**Signal wires on met2**

Scale bar: 50 µm.
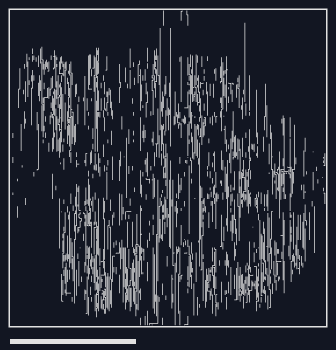
**Placement view**

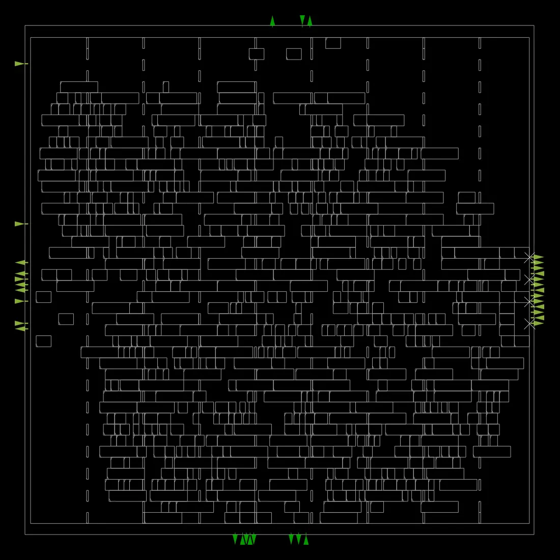
**src/rtl/button_event_capture.sv**
```systemverilog
// Debounced button capture: per-input two-flop synchronizer, consecutive-cycle
// debounce counter, and sticky press/release/overflow flags cleared by a masked ack.
module button_event_capture #(
  parameter int unsigned NUM_INPUTS      = 5,
  parameter int unsigned DEBOUNCE_CYCLES = 1000000
) (
  input  logic                  clock_100mhz,
  input  logic                  reset,
  input  logic [NUM_INPUTS-1:0] raw_in,
  output logic [NUM_INPUTS-1:0] stable_level,
  output logic [NUM_INPUTS-1:0] press_pending,
  output logic [NUM_INPUTS-1:0] release_pending,
  output logic [NUM_INPUTS-1:0] overflow,
  output logic                  event_valid,
  input  logic                  ack,
  input  logic [NUM_INPUTS-1:0] ack_mask
);

  localparam int unsigned CNT_W = $clog2(DEBOUNCE_CYCLES);
  localparam logic [CNT_W-1:0] CNT_LAST = CNT_W'(DEBOUNCE_CYCLES - 1);

  logic [NUM_INPUTS-1:0] sync1;
  logic [NUM_INPUTS-1:0] sync2;
  logic [CNT_W-1:0]      count [NUM_INPUTS];
  logic [NUM_INPUTS-1:0] differ;
  logic [NUM_INPUTS-1:0] done;
  logic [NUM_INPUTS-1:0] press_evt;
  logic [NUM_INPUTS-1:0] release_evt;
  logic [NUM_INPUTS-1:0] clear;

  // A bit completes debouncing when it has disagreed with stable for the full window.
  always_comb begin
    differ      = sync2 ^ stable_level;
    done        = '0;
    for (int i = 0; i < int'(NUM_INPUTS); i++) begin
      done[i] = differ[i] && (count[i] == CNT_LAST);
    end
    press_evt   = done & sync2;
    release_evt = done & ~sync2;
    clear       = ack ? ack_mask : '0;
  end

  // Metastability guard: raw_in is sampled here and nowhere else.
  always_ff @(posedge clock_100mhz or posedge reset) begin
    if (reset) begin
      sync1 <= '0;
      sync2 <= '0;
    end else begin
      sync1 <= raw_in;
      sync2 <= sync1;
    end
  end

  // Counter restarts whenever the synchronized level agrees with stable again.
  always_ff @(posedge clock_100mhz or posedge reset) begin
    if (reset) begin
      for (int i = 0; i < int'(NUM_INPUTS); i++) begin
        count[i] <= '0;
      end
    end else begin
      for (int i = 0; i < int'(NUM_INPUTS); i++) begin
        if (!differ[i] || done[i]) begin
          count[i] <= '0;
        end else begin
          count[i] <= count[i] + CNT_W'(1);
        end
      end
    end
  end

  // Set wins over clear; overflow only on a repeat press that is not being acked.
  always_ff @(posedge clock_100mhz or posedge reset) begin
    if (reset) begin
      stable_level    <= '0;
      press_pending   <= '0;
      release_pending <= '0;
      overflow        <= '0;
    end else begin
      stable_level    <= stable_level ^ done;
      press_pending   <= press_evt | (press_pending & ~clear);
      release_pending <= release_evt | (release_pending & ~clear);
      overflow        <= (press_evt & press_pending & ~clear) | (overflow & ~clear);
    end
  end

  assign event_valid = |(press_pending | release_pending);

endmodule

```
**config.mk**
```make
export PLATFORM = sky130hd
export DESIGN_NAME = button_event_capture
export DESIGN_NICKNAME = d
export VERILOG_FILES = /design/src/rtl/button_event_capture.sv
export SDC_FILE = /design/constraint.sdc
export NUM_CORES = 1
export LEC_CHECK = 0
export CAP_MARGIN = 10
export CORE_MARGIN = 1
export CORE_UTILIZATION = 40
export CTS_CLUSTER_SIZE = 25
export DETAILED_ROUTE_END_ITERATION = 10
export HOLD_SLACK_MARGIN = 0.15
export PLACE_DENSITY = 0.65
export SLEW_MARGIN = 30
export SYNTH_ARGS = -nofsm -noshare
export SYNTH_HDL_FRONTEND = slang
export SYNTH_SLANG_ARGS = --single-unit
```
**constraint.sdc**
```tcl
create_clock -name clock_100mhz -period 5.6 [get_ports clock_100mhz]
set_input_delay 0.84 -clock clock_100mhz [delete_from_list [all_inputs] [get_ports clock_100mhz]]
set_output_delay 0.84 -clock clock_100mhz [all_outputs]
set_load 0.02 [all_outputs]
```
==> CHANGELOG.md <==
### Metrics

- Type of the tightest min-delay check: reg2reg
- Area grow syn2layout: 18.1%
- Net Count, Synth: 627
- DRT Pass-1 Iters: 8
- CTS-repair resized insts: 0
- Clk sinks: ~130
- Synth Flop Type: dfrtp_1
- Period utilisation layout: 0.499
- Gr usage total: 0.172
- 1st-iter DRT viols: 350
- Worst path buffer plus inverter count: 1
- Post-synth seq share: 0.534
- Die Y: ~130 µm
- IO Pins: 34
- Routed Antenna Nets: 0
- Setup Fix Bufs, Post-CTS: 0
- DR DRC count: 4
- First-pass GRT wire length: about 22,000 µm
- Total Negative Setup Slacks: 0 ns
- Arrival time worst endpoint: roughly 2 ns
- Final setup violation count: 0
- FF-to-FF Start: count[87]$_DFF_PP0_
- Ys async rst share: 1.00
- Hold Path Origin: sync1[1]$_DFF_PP0_
- Failing checks: DRC
- Placed cells: 814
- Synthesis-stage register bit count: around 130
- Final Wtd Congestion: 0.807
- GR met3 Demand/Resource: 0.0488
- PortBufs: 33
- Chip width: 125 µm
- Grt total ovfl: 0
- CP peak stage delay: around 0.57 ns
- Outcome: finished with violations
- Clk_skew: approximately 0.011 ns
- Leakage power: roughly 0.0029 µW
- YS chip area: 0.00609 mm²
- Slew Limit Headroom: 0.460
- H-tree Lvls: 4
- Hold buffers post-CTS: 0
- Yosys warns: 0
- Critical Path Sink Type: primary output
- Crit path max fanout: 3
- Drt wl/cell: 14.9 µm
- Vias in the first global route: 4,533
- Fin. Hold Viols: 0
## Picture notes: 'signal wires on met2'
The wires run mostly vertical. 571 nets have wire on it. The layer carries 6,020 µm of wire.
Vias: 4,634
Routed WL: 12,600 µm
M2 GR Usage: 0.273

## Picture notes: 'placement view'
CORE AREA: 0.0147 mm²
Cell Rows: 44
flop share of the area: 0.453
# fillers: 1,299
final core utilization: 0.489

logic make-up (layout without fill, tap and decap cells):
family,after synthesis,after routing,share of synthesized area
AND-OR/OR-AND,79,79,0.0789
multiplexers,5,5,0.00987
adder cells (fa/ha/maj),5,5,0.0103
flip-flops,130,130,0.534
XOR/XNOR,61,61,0.0878
buffers and inverters,35,88,0.0230
AND/OR/NAND/NOR,294,294,0.256
cells in the mapped netlist (17+ instances only):
master	instances	area, µm²
nor4_1	17	106
nand3_1	41	205
or4_1	19	143
xor2_1	27	236
nand4_1	21	131
nor2_1	78	293
a21oi_1	30	150
o21ai_0	21	105
inv_1	19	71.3
nand2_1	39	146
xnor2_1	34	298
dfrtp_1	130	3250
or3_1	20	125
where the power goes:
part	internal, µW	leakage [µW]	switching, µW
Clock	676	0.000273	393
Sequential	953	0.00178	12.4
Combinational	20.9	0.000856	44.0
Total	1650	0.00291	449
layout make-up:
class	count	area [µm²]	area share
Timing Repair Buffer	37	360	0.0501
Multi-Input combinational cell	444	2690	0.375
Tap cell	184	230	0.0320
Sequential cell	130	3250	0.453
Clock inverter	9	106	0.0148
Clock buffer	23	468	0.0651
Inverter	19	76.3	0.0106
stage by stage:
stage | power, µW | worst slack [ns]
finish | 2100 | 2.81
global route | 2170 | 2.72
CTS | 2120 | 2.82
detailed placement | 1050 | 3.08
global placement | 1050 | 2.91
floorplan | 1020 | 1.29
final timing paths:
kind	end	slack, ns	cells past startpoint
setup reg to reg	count[92]$_DFF_PP0_	3.04	4
hold reg to reg	sync2[1]$_DFF_PP0_	0.34	0
setup / recovery	event_valid	2.81	3
hold / removal	sync2[1]$_DFF_PP0_	0.34	0
max in group asynchronous	count[44]$_DFF_PP0_	3.59	3
min in group asynchronous	count[36]$_DFF_PP0_	0.98	2
state kept, by name (all words and copies together) (netlist names), named ones only:
signal and cells:
count 100, overflow 5, press_pending 5, release_pending 5, sync1 5, sync2 5
routing by layer:
metal / wire length (µm) / up-vias
met5: 0 / -
met4: 137 / 0
met3: 482 / 13
met2: 6020 / 74
met1: 6000 / 2294
li1: - / 2253
placed cells by master (no fill, tap or decap), types with 6 or more instances in the layout:
| master | Yosys | layout |
|---|---|---|
| dfrtp_1 | 130 | 130 |
| nor2_1 | 78 | 78 |
| nand3_1 | 41 | 41 |
| nand2_1 | 39 | 39 |
| xnor2_1 | 34 | 34 |
| clkdlybuf4s50_1 | 0 | 33 |
| a21oi_1 | 30 | 30 |
| xor2_1 | 27 | 27 |
| nand4_1 | 21 | 21 |
| o21ai_0 | 21 | 21 |
| or3_1 | 20 | 20 |
| or4_1 | 19 | 19 |
| inv_1 | 19 | 18 |
| nor4_1 | 17 | 17 |
| clkbuf_16 | 0 | 17 |
| o31ai_1 | 12 | 12 |
| nor3_1 | 12 | 12 |
| and3_1 | 10 | 10 |
| nor2b_1 | 6 | 6 |
Power and IR drop assume default switching activity.
